[config.mk]
export PLATFORM = sky130hd
export DESIGN_NAME = calc_stream_engine
export DESIGN_NICKNAME = d
export VERILOG_FILES = /design/src/rtl/calc_stream_engine.sv
export SDC_FILE = /design/constraint.sdc
export NUM_CORES = 1
export LEC_CHECK = 0
export CAP_MARGIN = 20
export CORE_ASPECT_RATIO = 0.8
export CORE_UTILIZATION = 55
export DETAILED_ROUTE_END_ITERATION = 16
export PLACE_DENSITY = 0.88
export RECOVER_POWER = 25
export SYNTH_ARGS = -nofsm -noshare
export SYNTH_HDL_FRONTEND = slang
export SYNTH_SLANG_ARGS = --single-unit
[constraint.sdc]
create_clock -name clk_i -period 6.4 [get_ports clk_i]
set_input_delay 1.92 -clock clk_i [delete_from_list [all_inputs] [get_ports clk_i]]
set_output_delay 1.92 -clock clk_i [all_outputs]
set_load 0.1 [all_outputs]
[src/rtl/calc_stream_engine.sv]
// Streams packed A/B operand words from memory, applies the selected add/sub mode and
// writes two results per packed output word to a bounded write range.
module calc_stream_engine #(
    parameter int unsigned DATA_W = 32,
    parameter int unsigned ADDR_W = 9
) (
    input  logic                clk_i,
    input  logic                rst_i,
    input  logic                start_i,
    input  logic [1:0]          mode_i,
    input  logic [ADDR_W-1:0]   rd_start_addr_i,
    input  logic [ADDR_W-1:0]   rd_end_addr_i,
    input  logic [ADDR_W-1:0]   wr_start_addr_i,
    input  logic [ADDR_W-1:0]   wr_end_addr_i,
    output logic                rd_en_o,
    output logic [ADDR_W-1:0]   rd_addr_o,
    input  logic [2*DATA_W-1:0] rd_data_i,
    output logic                wr_en_o,
    output logic [ADDR_W-1:0]   wr_addr_o,
    output logic [2*DATA_W-1:0] wr_data_o,
    output logic                busy_o,
    output logic                done_o,
    output logic [1:0]          err_o,
    output logic                carry_o
);

    typedef enum logic [2:0] {StIdle, StRd, StCalc, StWr, StDone} state_e;

    state_e              state_q;
    logic [1:0]          mode_q;
    logic [ADDR_W-1:0]   rd_end_q;
    logic [ADDR_W-1:0]   wr_end_q;
    logic [ADDR_W:0]     wr_ptr_q;  // extra bit so the pointer never wraps past the top
    logic [2*DATA_W-1:0] pack_q;
    logic                half_q;

    logic [DATA_W-1:0]   opa, opb, res;
    logic [DATA_W:0]     sum, diff;
    logic                cy;
    logic [2*DATA_W-1:0] pack_nxt;
    logic                rd_last;
    logic                wr_ok;

    always_comb begin
        opa  = rd_data_i[2*DATA_W-1:DATA_W];
        opb  = rd_data_i[DATA_W-1:0];
        sum  = {1'b0, opa} + {1'b0, opb};
        diff = {1'b0, opa} - {1'b0, opb};
        cy   = mode_q[0] ? diff[DATA_W] : sum[DATA_W];
        res  = '0;
        unique case (mode_q)
            2'b00: res = sum[DATA_W-1:0];
            2'b01: res = diff[DATA_W-1:0];
            2'b10: res = sum[DATA_W] ? '1 : sum[DATA_W-1:0];
            2'b11: res = diff[DATA_W] ? '0 : diff[DATA_W-1:0];
            default: res = '0;
        endcase
        pack_nxt = half_q ? {res, pack_q[DATA_W-1:0]} : {pack_q[2*DATA_W-1:DATA_W], res};
        rd_last  = (rd_addr_o == rd_end_q);
        wr_ok    = (wr_ptr_q <= {1'b0, wr_end_q});
    end

    always_ff @(posedge clk_i) begin
        if (rst_i) begin
            state_q   <= StIdle;
            mode_q    <= '0;
            rd_end_q  <= '0;
            wr_end_q  <= '0;
            wr_ptr_q  <= '0;
            pack_q    <= '0;
            half_q    <= 1'b0;
            rd_en_o   <= 1'b0;
            rd_addr_o <= '0;
            wr_en_o   <= 1'b0;
            wr_addr_o <= '0;
            wr_data_o <= '0;
            busy_o    <= 1'b0;
            done_o    <= 1'b0;
            err_o     <= '0;
            carry_o   <= 1'b0;
        end else begin
            rd_en_o <= 1'b0;
            wr_en_o <= 1'b0;
            done_o  <= 1'b0;
            unique case (state_q)
                StIdle: begin
                    if (start_i) begin
                        mode_q    <= mode_i;
                        rd_end_q  <= rd_end_addr_i;
                        wr_end_q  <= wr_end_addr_i;
                        wr_ptr_q  <= {1'b0, wr_start_addr_i};
                        rd_addr_o <= rd_start_addr_i;
                        pack_q    <= '0;
                        half_q    <= 1'b0;
                        err_o     <= '0;
                        carry_o   <= 1'b0;
                        busy_o    <= 1'b1;
                        if (rd_end_addr_i < rd_start_addr_i) begin
                            err_o   <= 2'b01;
                            done_o  <= 1'b1;
                            state_q <= StDone;
                        end else begin
                            rd_en_o <= 1'b1;
                            state_q <= StRd;
                        end
                    end
                end
                StRd: state_q <= StCalc;
                StCalc: begin
                    pack_q  <= pack_nxt;
                    half_q  <= ~half_q;
                    carry_o <= carry_o | cy;
                    if (!half_q && !rd_last) begin
                        rd_addr_o <= rd_addr_o + 1'b1;
                        rd_en_o   <= 1'b1;
                        state_q   <= StRd;
                    end else begin
                        wr_en_o   <= wr_ok;
                        wr_addr_o <= wr_ptr_q[ADDR_W-1:0];
                        wr_data_o <= pack_nxt;
                        state_q   <= StWr;
                    end
                end
                StWr: begin
                    if (wr_ok) begin
                        pack_q   <= '0;
                        half_q   <= 1'b0;
                        wr_ptr_q <= wr_ptr_q + 1'b1;
                        if (rd_last) begin
                            done_o  <= 1'b1;
                            state_q <= StDone;
                        end else begin
                            rd_addr_o <= rd_addr_o + 1'b1;
                            rd_en_o   <= 1'b1;
                            state_q   <= StRd;
                        end
                    end else begin
                        // Write range exhausted: abandon any remaining reads.
                        err_o[1] <= 1'b1;
                        done_o   <= 1'b1;
                        state_q  <= StDone;
                    end
                end
                StDone: begin
                    busy_o  <= 1'b0;
                    state_q <= StIdle;
                end
                default: state_q <= StIdle;
            endcase
        end
    end

endmodule

==> reports/metrics.cfg, run 1 <==
[run_status]
status = finished, violations left
violations = capacitance limit, slew limit

[final_layout]
inverters = 87
antennaDiodeCount = 0
largest_cell_class = logic gates
drive_gt1_share_pct = 5.63
fillCellCount = 1755
logic_area_um2 = 7690
finish.instance_area_um2 = 14900
syn_to_final_growth_pct = 22.3
comb_area_share_pct = 51.6
final_net_count = 1936

[sta]
setup_violations = 0
post-route-period-util_pct = 91.1
setup_ws_ns = 0.567
layout_min_cycle_time_ns = 5.83
rsz0062_at_grt = no
worst_hold_slack_ns = 0.456
worst_pin_slew_ns = 3.78
fin_setup_tns_ns = 0
maxSlewViolCount = 81
fmax_ghz = 0.171
finalHoldViolCount = 0

[floorplanning]
io_pins = 194
rows = 48
chip_area_um2 = 22800
core_area_um2 = 21700
nWellTaps = 300
fp.dieH_um = 135

[power]
pwr-share-clk_pct = 33.0
switching_share_pct = 34.9
total_power_mw = 3.38
p_leak_nw = 5.98
p_per_area_nw_per_um2 = 226
p_switching_mw = 1.18

[worst_setup_path]
path_cells = clkbuf_1 -> clkbuf_1 -> a21oi_1 -> buf_4 -> a22o_1
cp_max_fo = 80
crit_cells = 5
r2r_slack_ns = 2.09
slowest_stage = clkbuf_1
critPathTopFamily = buffers and inverters
crit_path_frequent_cell = clkbuf_1

[clocking]
cts_setup_buffers = 0
cts.sinks = 187
cts_resized = 0
htree_levels = 4
cts_buffers = 17
clk_path_buf_depth = 2

[run]
max_cap_viol_count = 1
warnings = 59

[drt]
viasPerCell = 6.20
vias = 12763
dr_wl_met2_um = 17600
dr.max_layer_used = met4
routed_wl_um = 39100
drc = 0

[placement]
gp_congestion = 0.971
dpl.cell_count = 2026
dp_worst_setup_slack_ns = 0.383
placedInstanceArea_um2 = 14300
place_hpwl_um = 28700

[global_route]
antenna_found_initial = 0
met3_usage_pct = 5.05
grt_pass1_vias = 11773

[yosys]
simple_gate_share_pct = 18.4
ys_area_um2 = 12200
edf_count = 0
synthTopCellsByCount = nand2_1 (198), a21oi_1 (189), dfxtp_1 (187)
synth_stat.cells = 1609
xor_share_pct = 3.59
ys_top_logic_family = AND-OR/OR-AND gates
mux_share_pct = 2.26
yosys_warnings = 0
synthAdderAreaFrac_pct = 8.95
most_common_cell = nand2_1

[worst_hold_path]
whs_endpoint = wr_data_o[22]
worst_hold_path_type = flop to flop

run 1: cell families after synthesis:
group | Yosys count
XOR/XNOR | 50
flip-flops | 187
AND-OR/OR-AND | 573
multiplexers | 27
AND/OR/NAND/NOR | 491
adder cells (fa/ha/maj) | 86
buffers and inverters | 195
run 1: sequential cells by signal (all words and copies together), names as in the netlist, 2 cells and up:
register   cells
wr_end_q       9
wr_data_o     64
err_o          2
mode_q         2
state_q        3
wr_addr_o      9
rd_addr_o      9
pack_q        64
wr_ptr_q      10
rd_end_q       9
run 1: power groups by stage:
stage	combinational (mW)	sequential, mW	clock [mW]
global placement	0.977	1.27	0
finish	1.02	1.24	1.11
floorplan	0.610	1.34	0
CTS	1.00	1.24	1.11
global route	1.10	1.25	1.17
detailed placement	0.994	1.27	0
### Wiring heat map, run 1

The bar under the picture is 50 µm long. 34 x 27 tiles, from black (low) to pale yellow (high), scaled to the fullest tile. Values are wire area over tile area, all layers added.
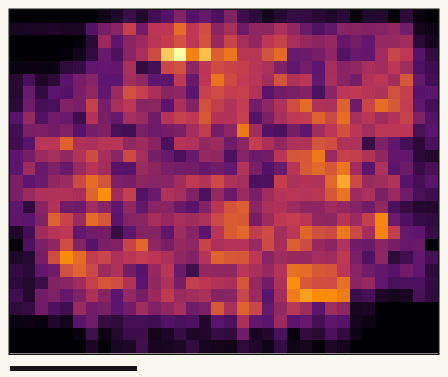
6.3% of the tiles are nearly empty. The fullest tile reaches 0.84. The emptiest ninth of the die: north-west. The mean over all tiles is 0.28.
gr usage total: 34.3%
WL per Instance: 19.0 µm

### Cell classes on the final placement, run 1

Fill, decap, tap and diode cells in grey.
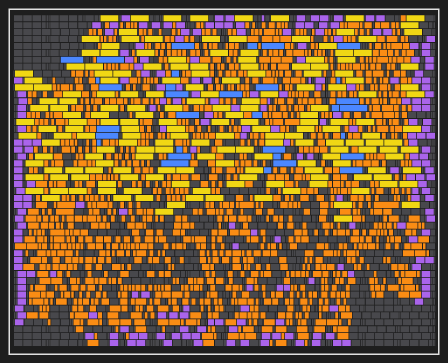
Key: orange = all other logic [cells 1314, share of their area 55%]; yellow = flip-flops [cells 187, share of their area 26%]; blue = clock drivers and dummy loads [cells 32, share of their area 4.2%]; purple = other buffers and delay cells [cells 225, share of their area 15%]
Final Util: 68.8%
sequential cell area share: 25.1%

### Where the registers sit, run 1

Other sequential cells in the stronger grey, the rest of the logic in the fainter grey.
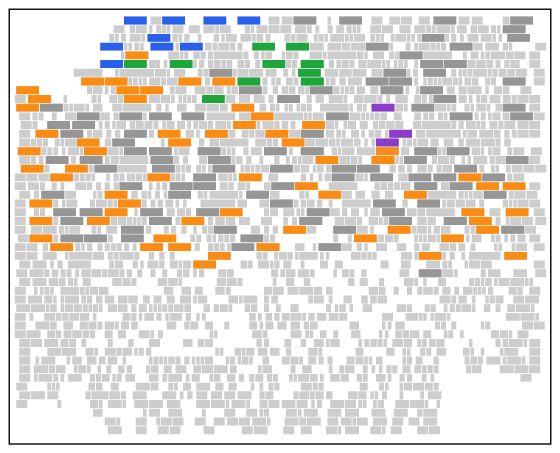
Key: green = wr_ptr_q [sequential cells 10, where north]; blue = wr_addr_o [sequential cells 9, where north-west]; orange = wr_data_o [sequential cells 64]; purple = state_q [sequential cells 3]
Another 101 sequential cells are not coloured.
Sequential Area: 3740 µm²
Seq power: 1.24 mW

### Layout detail, run 1

The bar under the picture is 20 µm long. Region (17, 9) to (67, 59) µm. Cells in grey, sequential cells in the stronger grey; small squares are vias.
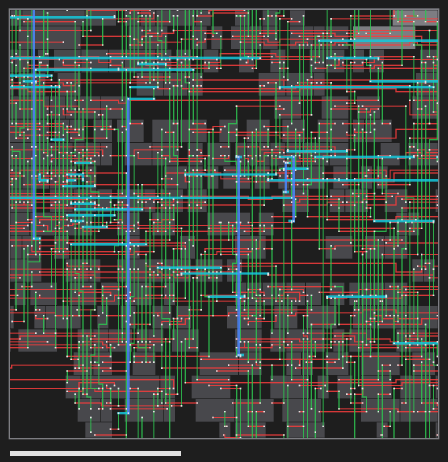

--- run 2 (diff from run 1) ---
CTS_BUF_LIST = sky130_fd_sc_hd__clkbuf_2   (was unset)
HOLD_SLACK_MARGIN = 0.15   (was unset)
TNS_END_PERCENT = 1   (was unset)
### Layout detail, run 2

The bar under the picture is 20 µm long. Region (17, 9) to (67, 59) µm. Cells in grey, sequential cells in the stronger grey; small squares are vias.
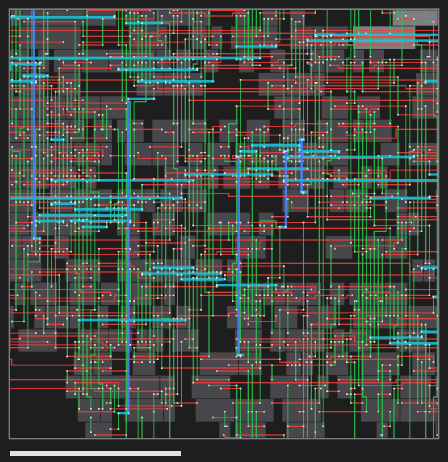
Key: red = met1; cyan = met3; blue = met4; green = met2
Most frequent: a21oi_1 (26), o21ai_0 (24), xnor2_1 (20). Sequential cells in the window: 2. 226 logic cells have their middle in the window. Netlist names of flops here include wr_data_o (2).

### Where the registers sit, run 2

Other sequential cells in the stronger grey, the rest of the logic in the fainter grey.
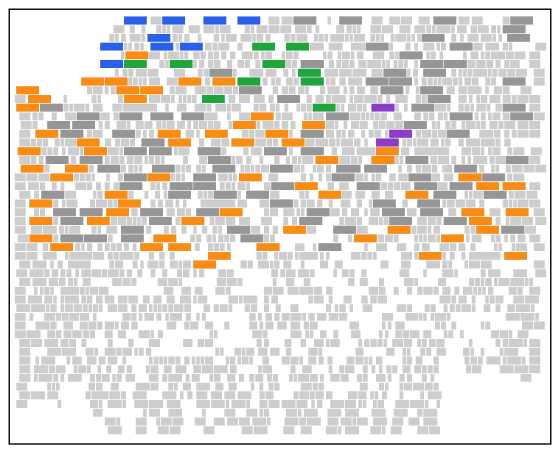
Key: green = wr_ptr_q [sequential cells 10, where north]; orange = wr_data_o [sequential cells 64]; blue = wr_addr_o [sequential cells 9, where north-west]; purple = state_q [sequential cells 3]
Another 101 sequential cells are not coloured.
sequential cell area share: 25.7%
Final Util: 67.2%
Seq power: 1.25 mW

==> run 2 against run 1 <==
  * The flow still finishes with violations (capacitance limit, slew limit)
  * Critical path depth stayed put
  * Combinational power hardly changed
  * Cell count stayed put
  * Area after synthesis stayed put
  * Clock-buffer cell count stayed put
  * Synthesized cell count stayed put
  * First-iteration DRC count is 4.4% higher
  * Register-to-register slack worse by 0.76 ns
  * Clock power is 41% lower
  * Routed wire length is 2.1% lower
  * Critical path type unchanged
  * Critical endpoint is now pack_q[57]
  * Largest cell class unchanged
==> reports/metrics.cfg, run 2 <==
[run_status]
status = finished, violations left
violations = capacitance limit, slew limit

[final_layout]
inverters = 87  ; unchanged
logic_area_um2 = 7690  ; about the same
comb_area_share_pct = 52.8  ; +1.2 points
finish.instance_area_um2 = 14600  ; -2.3%
largest_cell_class = logic gates
drive_gt1_share_pct = 5.40  ; -0.23 points
regArea_um2 = 3740  ; unchanged
final_net_count = 1936  ; unchanged
antennaDiodeCount = 0  ; unchanged
fillCellCount = 1831  ; +4.3%
syn_to_final_growth_pct = 19.4
reg.largest.list = pack_q x64, wr_data_o x64, wr_ptr_q x10

[run]
warnings = 59  ; unchanged
max_cap_viol_count = 3  ; +2

[global_route]
antenna_found_initial = 0  ; unchanged
grt_pass1_vias = 11532  ; -2.0%
met3_usage_pct = 4.38  ; -0.67 points
grtUsageTotal_pct = 33.3  ; -0.93 points

[worst_setup_path]
rr_endpoint = wr_ptr_q[4]
cp_max_fo = 80  ; unchanged
r2r_slack_ns = 1.33  ; -0.76 ns

[floorplanning]
fp.dieH_um = 135  ; unchanged
nWellTaps = 300  ; unchanged
chip_area_um2 = 22800  ; unchanged
io_pins = 194  ; unchanged

[sta]
fmax_ghz = 0.185  ; +7.7%
worst_pin_slew_ns = 3.74  ; -0.0421 ns
rsz0062_at_grt = no
layout_min_cycle_time_ns = 5.41  ; -0.418 ns
maxSlewViolCount = 169  ; +110%
finalHoldViolCount = 0  ; unchanged
setup_violations = 0  ; unchanged
worst_hold_slack_ns = 0.467  ; +0.0104 ns
fin_setup_tns_ns = 0  ; unchanged
setup_ws_ns = 0.985  ; +0.418 ns
post-route-period-util_pct = 84.6  ; -6.5 points

[power]
total_power_mw = 2.93  ; -13%
pwr-share-clk_pct = 22.6  ; -10 points
internal-power_mw = 1.81
p_per_area_nw_per_um2 = 201  ; -11%
p_switching_mw = 1.12  ; -5.2%
switching_share_pct = 38.2  ; +3.3 points
p_leak_nw = 5.78  ; -3.4%

[placement]
dpl.cell_count = 2026  ; unchanged
place_hpwl_um = 28700  ; unchanged
gp_congestion = 0.971  ; unchanged
dp_worst_setup_slack_ns = 0.383  ; unchanged
placedInstanceArea_um2 = 14300  ; unchanged

[yosys]
yosys_warnings = 0  ; unchanged
synth.distinct_cells = 85
edf_count = 0  ; unchanged
ys_area_um2 = 12200  ; unchanged
synth_stat.cells = 1609  ; unchanged
synth_area_per_cell_um2 = 7.58
synthTopCellsByCount = nand2_1 (198), a21oi_1 (189), dfxtp_1 (187)
most_common_cell = nand2_1

[clocking]
htree_levels = 4  ; unchanged
clk_path_buf_depth = 2  ; unchanged
cts_setup_buffers = 0  ; unchanged
cts.sinks = 187  ; unchanged
cts_buffers = 17  ; unchanged
cts_resized = 0  ; unchanged

[drt]
vias = 12657  ; -0.83%
routed_wl_um = 38300  ; -2.1%
avgRoutedWirePerCell_um = 18.6  ; -2.1%
firstDrtPassIters = 6
dr.max_layer_used = met4
drc = 0  ; unchanged
final_antenna_net_count = 0
dr_wl_met2_um = 17200  ; -2.1%
viasPerCell = 6.15  ; -0.83%

[worst_hold_path]
whs_endpoint = pack_q[59]
worst_hold_path_type = flop to flop

### Cell outlines without signal wires, run 2

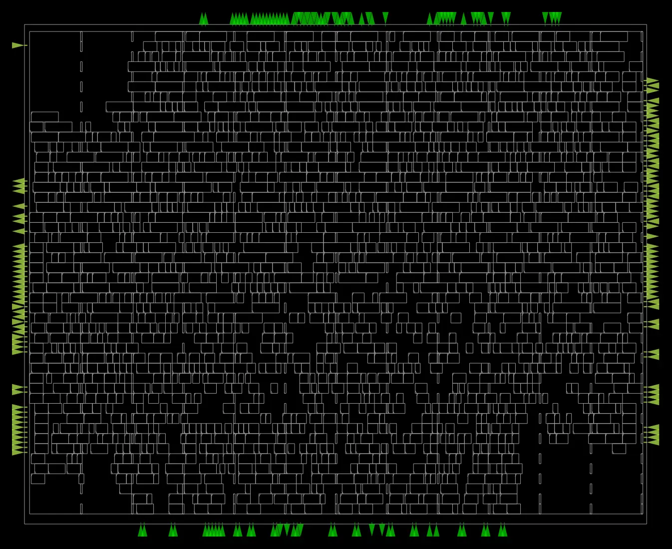
row count: 48
core area: 21700 µm²
flip-flops: 187

run 2: power groups by stage:
stage,sequential [mW],combinational [mW],clock (mW)
after floorplan,1.34,0.610,0
after global placement,1.27,0.977,0
after detailed placement,1.27,0.994,0
after CTS,1.25,1.00,0.661
after global routing,1.25,1.10,0.716
final,1.25,1.02,0.660
run 2: cell families after synthesis:
group                    Yosys count  synth area share (%)
multiplexers                      27                  2.26
buffers and inverters            195                  6.39
AND-OR/OR-AND                    573                  29.7
adder cells (fa/ha/maj)           86                  8.95
flip-flops                       187                  30.7
XOR/XNOR                          50                  3.59
AND/OR/NAND/NOR                  491                  18.4
run 2: critical path, stage by stage:
cell	delay (ns)
clkbuf_1	0.19
clkbuf_1	2.64
a21oi_1	0.57
buf_4	0.46
a22o_1	0.25
Power and IR drop assume default switching activity.
